### src/rtl/panel_kbd_switches.sv
// panel_kbd_switches: turns hps_io ps2_key events into the 25 two-bit front-panel switch fields.
// Define PANEL_SWITCH_STRETCH_EN to keep momentary switches deflected for at least MIN_HOLD cycles.
module panel_kbd_switches #(
    parameter int MIN_HOLD      = 1000000,
    parameter int POWER_DEFAULT = 1
) (
    input  logic        clk,
    input  logic        reset_n,
    input  logic [10:0] ps2_key,
    input  logic        kbd_enable,
    output logic [49:0] switches_status,
    output logic        sw_event,
    output logic [4:0]  sw_index
);
    // Toggle slots 0-15 are switches 0-15; slot 16 is the power switch (index 24).
    localparam logic [7:0] TOG_CODES [17] = '{8'h16, 8'h1E, 8'h26, 8'h25, 8'h2E, 8'h36, 8'h3D, 8'h3E,
                                              8'h15, 8'h1D, 8'h24, 8'h2D, 8'h2C, 8'h35, 8'h3C, 8'h43,
                                              8'h4D};
    localparam logic [7:0] UP_CODES [8] = '{8'h1C, 8'h1B, 8'h23, 8'h2B, 8'h34, 8'h33, 8'h3B, 8'h42};
    localparam logic [7:0] DN_CODES [8] = '{8'h1A, 8'h22, 8'h21, 8'h2A, 8'h32, 8'h31, 8'h3A, 8'h41};

    if (MIN_HOLD < 1) begin : g_bad_min_hold
        $error("MIN_HOLD must be at least 1");
    end

`ifdef PANEL_SWITCH_STRETCH_EN
    typedef enum logic [1:0] {M_IDLE, M_ACTIVE, M_STRETCH} mom_state_t;
    localparam int CW = $clog2(MIN_HOLD + 1);
    logic [CW-1:0] cnt_q [8];
    logic [CW-1:0] cnt_d [8];
`else
    typedef enum logic [1:0] {M_IDLE, M_ACTIVE} mom_state_t;
`endif

    mom_state_t  st_q [8];
    mom_state_t  st_d [8];
    logic [7:0]  dir_q, dir_d;
    logic [16:0] on_q, on_d;
    logic [16:0] held_q, held_d;
    logic        tog_q;
    logic        key_valid, key_press;
    logic        tog_hit, mom_hit, mom_down;
    logic [4:0]  tog_slot;
    logic [2:0]  mom_slot;
    logic        key_chg, exp_chg;
    logic [4:0]  key_idx, exp_idx;

    assign key_valid = (ps2_key[10] != tog_q) && kbd_enable && !ps2_key[8];
    assign key_press = ps2_key[9];

    always_comb begin
        tog_hit  = 1'b0;
        tog_slot = '0;
        mom_hit  = 1'b0;
        mom_slot = '0;
        mom_down = 1'b0;
        for (int i = 0; i < 17; i++) begin
            if (ps2_key[7:0] == TOG_CODES[i]) begin
                tog_hit  = 1'b1;
                tog_slot = 5'(i);
            end
        end
        for (int m = 0; m < 8; m++) begin
            if (ps2_key[7:0] == UP_CODES[m]) begin
                mom_hit  = 1'b1;
                mom_slot = 3'(m);
                mom_down = 1'b0;
            end
            if (ps2_key[7:0] == DN_CODES[m]) begin
                mom_hit  = 1'b1;
                mom_slot = 3'(m);
                mom_down = 1'b1;
            end
        end
    end

    always_comb begin
        on_d    = on_q;
        held_d  = held_q;
        st_d    = st_q;
        dir_d   = dir_q;
        key_chg = 1'b0;
        key_idx = '0;
        exp_chg = 1'b0;
        exp_idx = '0;
`ifdef PANEL_SWITCH_STRETCH_EN
        for (int m = 0; m < 8; m++)
            cnt_d[m] = (st_q[m] != M_IDLE && cnt_q[m] != '0) ? cnt_q[m] - CW'(1) : cnt_q[m];
`endif
        if (key_valid && tog_hit) begin
            if (!key_press) begin
                held_d[tog_slot] = 1'b0;
            end else if (!held_q[tog_slot]) begin
                on_d[tog_slot]   = ~on_q[tog_slot];
                held_d[tog_slot] = 1'b1;
                key_chg          = 1'b1;
                key_idx          = (tog_slot == 5'd16) ? 5'd24 : tog_slot;
            end
        end else if (key_valid && mom_hit) begin
            key_idx = 5'd16 + 5'(mom_slot);
            if (key_press) begin
                // Last press wins; a repeat of the driving key is typematic and ignored.
                if (st_q[mom_slot] != M_ACTIVE || dir_q[mom_slot] != mom_down) begin
                    key_chg         = (st_q[mom_slot] == M_IDLE) || (dir_q[mom_slot] != mom_down);
                    st_d[mom_slot]  = M_ACTIVE;
                    dir_d[mom_slot] = mom_down;
`ifdef PANEL_SWITCH_STRETCH_EN
                    cnt_d[mom_slot] = CW'(MIN_HOLD);
`endif
                end
            end else if (st_q[mom_slot] == M_ACTIVE && dir_q[mom_slot] == mom_down) begin
`ifdef PANEL_SWITCH_STRETCH_EN
                // The counter holds the deflected cycles still owed, including the current one.
                if (cnt_q[mom_slot] > CW'(1)) begin
                    st_d[mom_slot] = M_STRETCH;
                end else begin
                    st_d[mom_slot] = M_IDLE;
                    key_chg        = 1'b1;
                end
`else
                st_d[mom_slot] = M_IDLE;
                key_chg        = 1'b1;
`endif
            end
        end
`ifdef PANEL_SWITCH_STRETCH_EN
        for (int m = 7; m >= 0; m--) begin
            if (st_q[m] == M_STRETCH && st_d[m] == M_STRETCH && cnt_q[m] <= CW'(1)) begin
                st_d[m] = M_IDLE;
                exp_chg = 1'b1;
                exp_idx = 5'(16 + m);
            end
        end
`endif
    end

    always_ff @(posedge clk or negedge reset_n) begin
        if (!reset_n) begin
            tog_q    <= 1'b0;
            on_q     <= {(POWER_DEFAULT != 0), 16'h0000};
            held_q   <= '0;
            dir_q    <= '0;
            sw_event <= 1'b0;
            sw_index <= '0;
            for (int m = 0; m < 8; m++) begin
                st_q[m]  <= M_IDLE;
`ifdef PANEL_SWITCH_STRETCH_EN
                cnt_q[m] <= '0;
`endif
            end
        end else begin
            tog_q    <= ps2_key[10];
            on_q     <= on_d;
            held_q   <= held_d;
            dir_q    <= dir_d;
            sw_event <= key_chg | exp_chg;
            sw_index <= key_chg ? key_idx : exp_idx;
            for (int m = 0; m < 8; m++) begin
                st_q[m]  <= st_d[m];
`ifdef PANEL_SWITCH_STRETCH_EN
                cnt_q[m] <= cnt_d[m];
`endif
            end
        end
    end

    always_comb begin
        switches_status = '0;
        for (int i = 0; i < 16; i++)
            switches_status[2*i +: 2] = {1'b0, on_q[i]};
        for (int m = 0; m < 8; m++)
            if (st_q[m] != M_IDLE)
                switches_status[32 + 2*m +: 2] = dir_q[m] ? 2'b10 : 2'b01;
        switches_status[49:48] = {1'b0, on_q[16]};
    end
endmodule

### config.mk
export PLATFORM = sky130hd
export DESIGN_NAME = panel_kbd_switches
export DESIGN_NICKNAME = d
export VERILOG_FILES = /design/src/rtl/panel_kbd_switches.sv
export SDC_FILE = /design/constraint.sdc
export NUM_CORES = 1
export LEC_CHECK = 0
export CAP_MARGIN = 30
export CORE_ASPECT_RATIO = 1.4
export CORE_MARGIN = 2
export CORE_UTILIZATION = 45
export CTS_CLUSTER_DIAMETER = 80
export DETAILED_ROUTE_END_ITERATION = 10
export PLACE_DENSITY = 0.74
export RECOVER_POWER = 50
export SKIP_CTS_REPAIR_TIMING = 1
export SLEW_MARGIN = 20
export SYNTH_ARGS = -nofsm -noshare
export SYNTH_HDL_FRONTEND = slang
export SYNTH_SLANG_ARGS = --single-unit
### constraint.sdc
create_clock -name clk -period 2.95 [get_ports clk]
set_input_delay 0.885 -clock clk [delete_from_list [all_inputs] [get_ports clk]]
set_output_delay 0.885 -clock clk [all_outputs]
set_load 0.03 [all_outputs]
Fig. 1: run 1, routed clock nets over the placement
Bar = 20 microns.
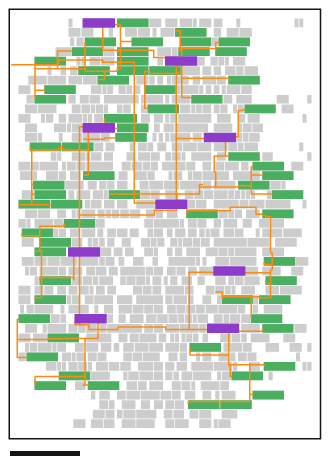
[purple] clock-net drivers | count: 9
[orange] clock wires | length: 964 microns
[green] flip-flops | count: 65
flops lie: all over the die

Fig. 2: run 1, clock wiring as the flow saved it
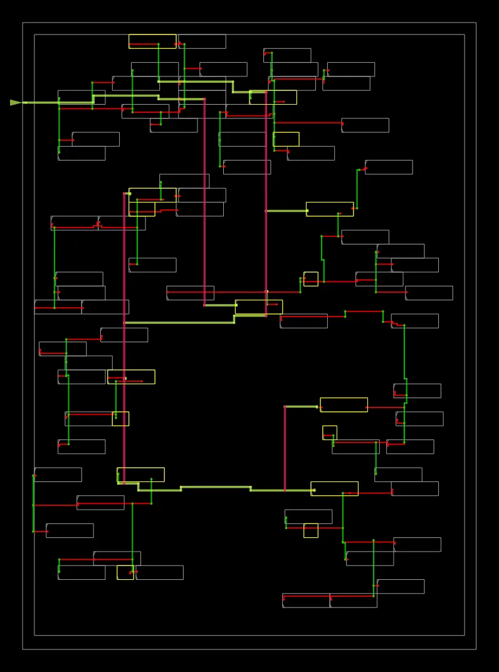
clk sinks: 65
clk_skew: 0.004731 ns
Late-Pin Clk Latency: 0.35 ns

==> flow_summary.json, run 1 <==
{
  "status": "finished with violations",
  "violations": "max-capacitance violations, max-slew violations, negative setup slack",
  "diodes": 0,
  "worst-path-buf-inv": 2,
  "syn_to_final_growth_pct": 57.65,
  "dpl_worst_slack_ns": -1.191,
  "wl_met3_microns": 828,
  "rsz0062_at_grt": "true",
  "drcViolationCount": 0,
  "log.warning_count": 28,
  "r2r_slack_ns": 0.49,
  "fin_ws_ns": -0.3629,
  "cap_viol_max_count": 1,
  "antenna_found_initial": 0,
  "crit_arrival_ns": 3.56,
  "row_count": 43,
  "yosysUniqueCellTypes": 80,
  "grt_max_degree": 30,
  "path_depth": 10,
  "dr.pass1.iters": 6,
  "comb_area_share_pct": 44.42,
  "setup_viol": 63,
  "synthXorXnorAreaFrac_pct": 1.174,
  "dominantRegCellSynth": "dfrtp_1",
  "slew_violations": 30,
  "synth-seq-cells": 65,
  "htreeDepth": 3,
  "setup_tns_ns": -13.66,
  "rr_endpoint": "sw_index[0]",
  "lay_top_count": "buf_4",
  "seq_area_share_pct": 23.07,
  "via_per_inst": 6.106,
  "dp.cells": 778,
  "grt_usage_pct": 28.56,
  "grt_pass1_wl_mm": 23.53,
  "synth_area_sq_um": 4476,
  "inverters_excl_clock": 18,
  "mostFrequentLayoutCells": "buf_4, dfrtp_1, clkdlybuf4s50_1",
  "io_buffers": 52,
  "top_area_share_pct": 35.78,
  "pwr-share-comb_pct": 22.0,
  "use_met1_pct": 31.41,
  "buffer_area_share_pct": 25.00,
  "finalWirelength_mm": 17.05,
  "wl_per_cell_microns": 20.84,
  "power.density_nw_per_um2": 358.5
}
Fig. 3: run 1, gate-type map
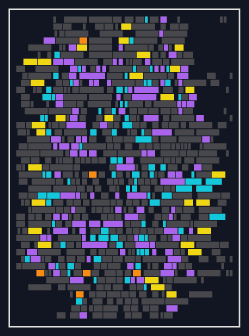
[cyan] nand cells | cells: 83
[purple] aoi and oai cells | cells: 113
[yellow] mux cells | cells: 29 | where: all over the die
[orange] xor and xnor cells | cells: 6

Fig. 4: run 1, cell classes on the final placement
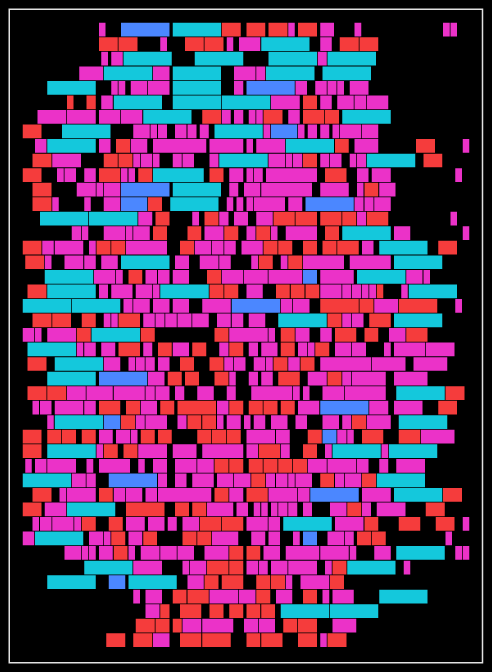
[magenta] remaining logic cells | cells: 401 | share of their area: 46%
[red] remaining buffers and delay cells | cells: 201 | share of their area: 26%
[blue] clock drivers and dummy loads | cells: 16 | share of their area: 4.3%
[cyan] registers | cells: 65 | share of their area: 24%

==> run 2: changes to the inputs <==
--- a/config.mk
+++ b/config.mk
@@ -9,9 +9,9 @@
 export CORE_ASPECT_RATIO = 1.4
 export CORE_MARGIN = 2
 export CORE_UTILIZATION = 45
-export CTS_CLUSTER_DIAMETER = 80
+export CTS_CLUSTER_DIAMETER = 150
 export DETAILED_ROUTE_END_ITERATION = 10
-export PLACE_DENSITY = 0.74
+export PLACE_DENSITY = 0.76
 export RECOVER_POWER = 50
 export SKIP_CTS_REPAIR_TIMING = 1
 export SLEW_MARGIN = 20
==> flow_summary.json, run 2 <==
{
  "status": "finished with violations",
  "violations": "negative setup slack",
  "wl_per_cell_microns": 20.13,
  "setup_viol": 61,
  "mostFrequentLayoutCells": "buf_4, dfrtp_1, clkdlybuf4s50_1",
  "buffer_area_share_pct": 25.53,
  "setup_tns_ns": -10.95,
  "via_per_inst": 5.977,
  "clock_latency_ns": 0.35,
  "use_met1_pct": 31.38,
  "path_depth": 10,
  "slew_violations": 0,
  "diodes": 0,
  "syn_to_final_growth_pct": 59.13,
  "grt_usage_pct": 28.51,
  "skew_ns": 0.006537,
  "synth_area_sq_um": 4476,
  "fin_ws_ns": -0.3163,
  "rsz0062_at_grt": "true",
  "lay_top_count": "buf_4",
  "cap_viol_max_count": 0,
  "worst-path-buf-inv": 3
}
Fig. 5: run 2, clock wiring as the flow saved it
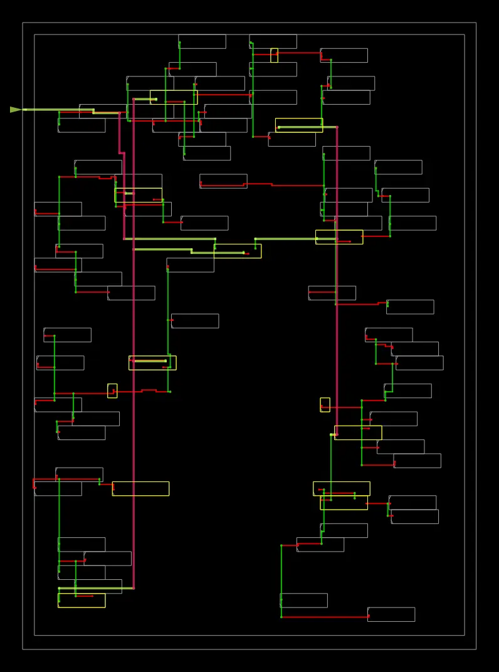
Clk power: 1.12 mW
Num CTS Buffers: 9
flip-flops: 65

Fig. 6: run 2, routed clock nets over the placement
Bar = 20 microns.
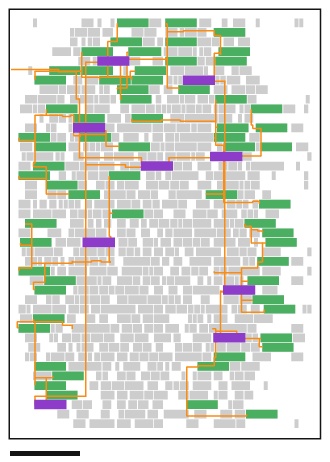
[orange] clock wires | length: 937 microns
[green] flip-flops | count: 65
[purple] clock-net drivers | count: 9
flops lie: all over the die

Power is estimated from default activity; no workload was simulated.
